Figure 1. Clock nets.
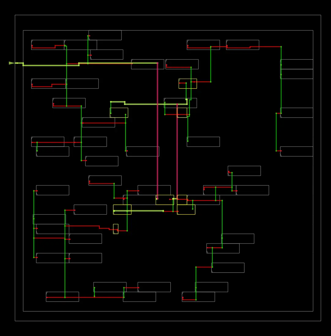
Figure 2. Routed metal, one colour a layer.
Drawn at 6 px/um.
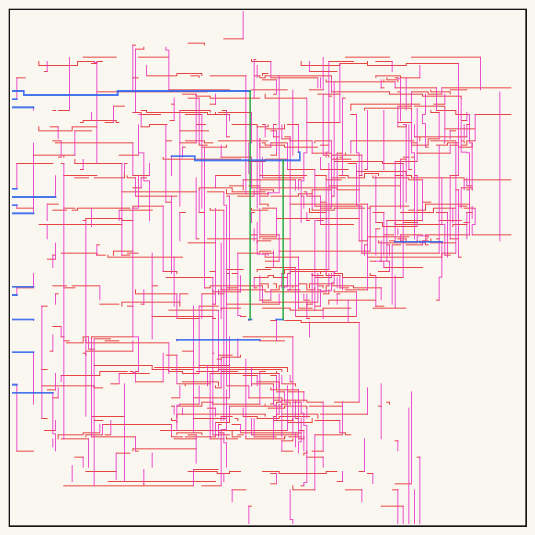
Figure 3. Local utilization.
Drawn at 4 px/um. The die is cut into 9 by 9 equal tiles; white is low, dark blue is high, 0 to 100% covered.
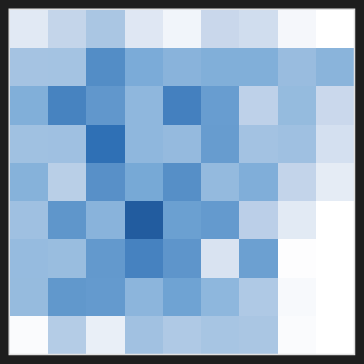
Figure 4. Sequential cells grouped by signal name.
Drawn at 6 px/um. Other sequential cells in the stronger grey, the rest of the logic in the fainter grey.
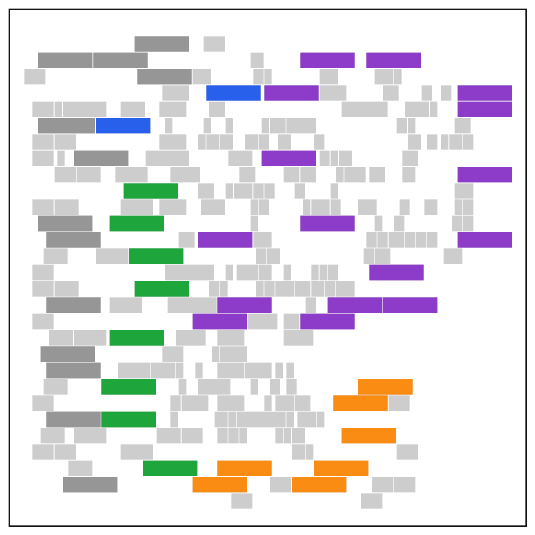
==> config.mk <==
export PLATFORM = sky130hd
export DESIGN_NAME = ssd_mux_driver
export DESIGN_NICKNAME = d
export VERILOG_FILES = /design/src/rtl/ssd_mux_driver_pkg.sv /design/src/rtl/ssd_mux_driver_hex_to_7seg.sv /design/src/rtl/ssd_mux_driver.sv
export SDC_FILE = /design/constraint.sdc
export NUM_CORES = 1
export LEC_CHECK = 0
export CAP_MARGIN = 30
export CORE_MARGIN = 2
export CORE_UTILIZATION = 35
export CTS_CLUSTER_DIAMETER = 30
export DETAILED_ROUTE_END_ITERATION = 16
export GPL_TIMING_DRIVEN = 0
export PLACE_DENSITY_LB_ADDON = 0.1
export SETUP_SLACK_MARGIN = 0.02
export SYNTH_ARGS = -nofsm -noshare
export SYNTH_HDL_FRONTEND = slang
export SYNTH_SLANG_ARGS = --single-unit
==> constraint.sdc <==
create_clock -name clk_in -period 2.5 [get_ports clk_in]
set_input_delay 0.375 -clock clk_in [delete_from_list [all_inputs] [get_ports clk_in]]
set_output_delay 0.375 -clock clk_in [all_outputs]
set_load 0.005 [all_outputs]
==> impl_metrics.json <==
{
  "slowest_stage": "mux4_2",
  "area_delta_synth_final_pct": 19.3,
  "holdCritPathClass": "in -> async",
  "viasPerCell": 5.19,
  "yosysWarnings": 0,
  "finalCritPeriodShare_pct": 93.5,
  "clock-root-buffer": "clkbuf_8",
  "crit_required_ps": 2720,
  "port_buffers": 20,
  "ant_nets": 0,
  "worst_clock_skew_ps": 15.7,
  "drt_iter0_markers": 74,
  "ys_seq_share_pct": 49.1,
  "clockBufferDepth": 2,
  "dr.pass1.iters": 4,
  "worst-setup-path-type": "reg -> reg",
  "synth_nets": 232,
  "hold_viol": 0,
  "nets": 262,
  "grt_max_degree": 34,
  "die_x_um": 85.9,
  "outcome": "finished, final reports clean"
}
Back to the opening pictures, Figure 1:
Clock group: 455 uW
clk_lat worst skew: 300 ps
clkbuf count: 6
CTS Buf Count: 5

Back to the opening pictures, Figure 2:
[met2] magenta | wire length: 2180 um
[met1] red | wire length: 2170 um
[met3] blue | wire length: 122 um
[met4] green | wire length: 64.6 um
gr usage total: 13.7%
Routed WL: 4530 um
vias after detailed routing: 1645
DR WL/cell: 14.3 um

Back to the opening pictures, Figure 3:
mean over tiles: 37%
fullest tile: 82%
densest ninth of the die: middle
emptiest ninth of the die: bottom right
core area: 0.00642 mm^2
Init Core Util: 36.6%

Back to the opening pictures, Figure 4:
[disp_q] green | flops: 8
[state_q] blue | flops: 2
[cnt_q] purple | flops: 16
[seg_out] orange | flops: 7
not coloured: 13
seq pwr: 916 uW
Finished Core Util: 43.6%
Seq area share: 41.1%
Reg area: 0.00115 mm^2

## worst register-to-register path: stages, from the launching register on
cell     delay (ps)
dfrtp_1         430
inv_1           120
ha_1            160
buf_4           200
mux2i_4         340
inv_1           150
ha_1            260
mux4_2          480
nor2_1          110
## cells in the final DEF (no fill, tap or decap), types with 4 or more instances in the layout
master	count
clkbuf_8	5
nor2_1	16
inv_1	7
nand3_1	6
o21ai_0	17
clkdlybuf4s50_1	20
ha_1	11
mux2i_1	4
mux2_2	11
nor3_1	7
nand2_1	17
mux2_4	8
a21oi_1	4
dfrtp_1	45
## cells in the mapped netlist, types with 2 or more instances
library cell	instances
a21o_1	2
a21oi_1	4
a221oi_1	2
a22o_1	3
a31oi_1	2
and3_1	2
buf_2	2
dfrtp_1	45
ha_1	11
inv_1	9
mux2_2	11
mux2_4	8
mux2i_1	6
nand2_1	17
nand3_1	6
nand4_1	3
nor2_1	16
nor3_1	7
nor4_1	3
o21ai_0	17
o22ai_1	2
o31ai_1	3
o41ai_1	3
or2_2	3
or4_2	2
xor2_1	2
## per-stage QoR
stage	setup TNS, ps	utilization, %	cells
finish	0	43.6	317
global route	0	43.6	317
CTS	0	43.1	315
detailed placement	-127	41.5	307
global placement	-104	41.2	306
floorplan	0	-	209
## routing by layer
layer	global-route usage, %	wire length (um)
met3	3.08	122
met1	18.3	2170
met5	0	0
met2	22.1	2180
met4	4.76	64
## logic make-up after synthesis
logic type / count (synthesis) / share of synthesized area, %
buffers and inverters: 13 / 2.50
and+or+nand+nor: 67 / 15.8
adders and majority gates: 11 / 5.86
xor gates and xnor gates: 2 / 0.746
muxes: 26 / 13.9
AOI/OAI and AO/OA: 44 / 12.1
DFF: 46 / 49.1
## report_power, final
part / total, uW / internal, uW / leakage, uW / switching, uW
logic: 864 / 418 / 0.000597 / 446
registers: 916 / 857 / 0.000598 / 59.5
clock network: 455 / 197 / 0.0000374 / 258
## final cells by class
| class | count | share of cell area [%] |
|---|---|---|
| clock buffers | 6 | 2.59 |
| multi-input cells | 150 | 41.7 |
| repair buffers | 23 | 8.39 |
| inverters | 9 | 1.21 |
| plain buffers | 4 | 1.03 |
| flip-flops and latches | 46 | 41.1 |
| clock inverters | 2 | 0.536 |
| well taps | 77 | 3.44 |
## repair_timing
item	CTS	global route
hold buffers	0	0
endpoints found under the setup margin	3	9
gates resized	3	7
buffers inserted	0	2
pin swaps	0	1
Power is estimated from default activity; no workload was simulated.
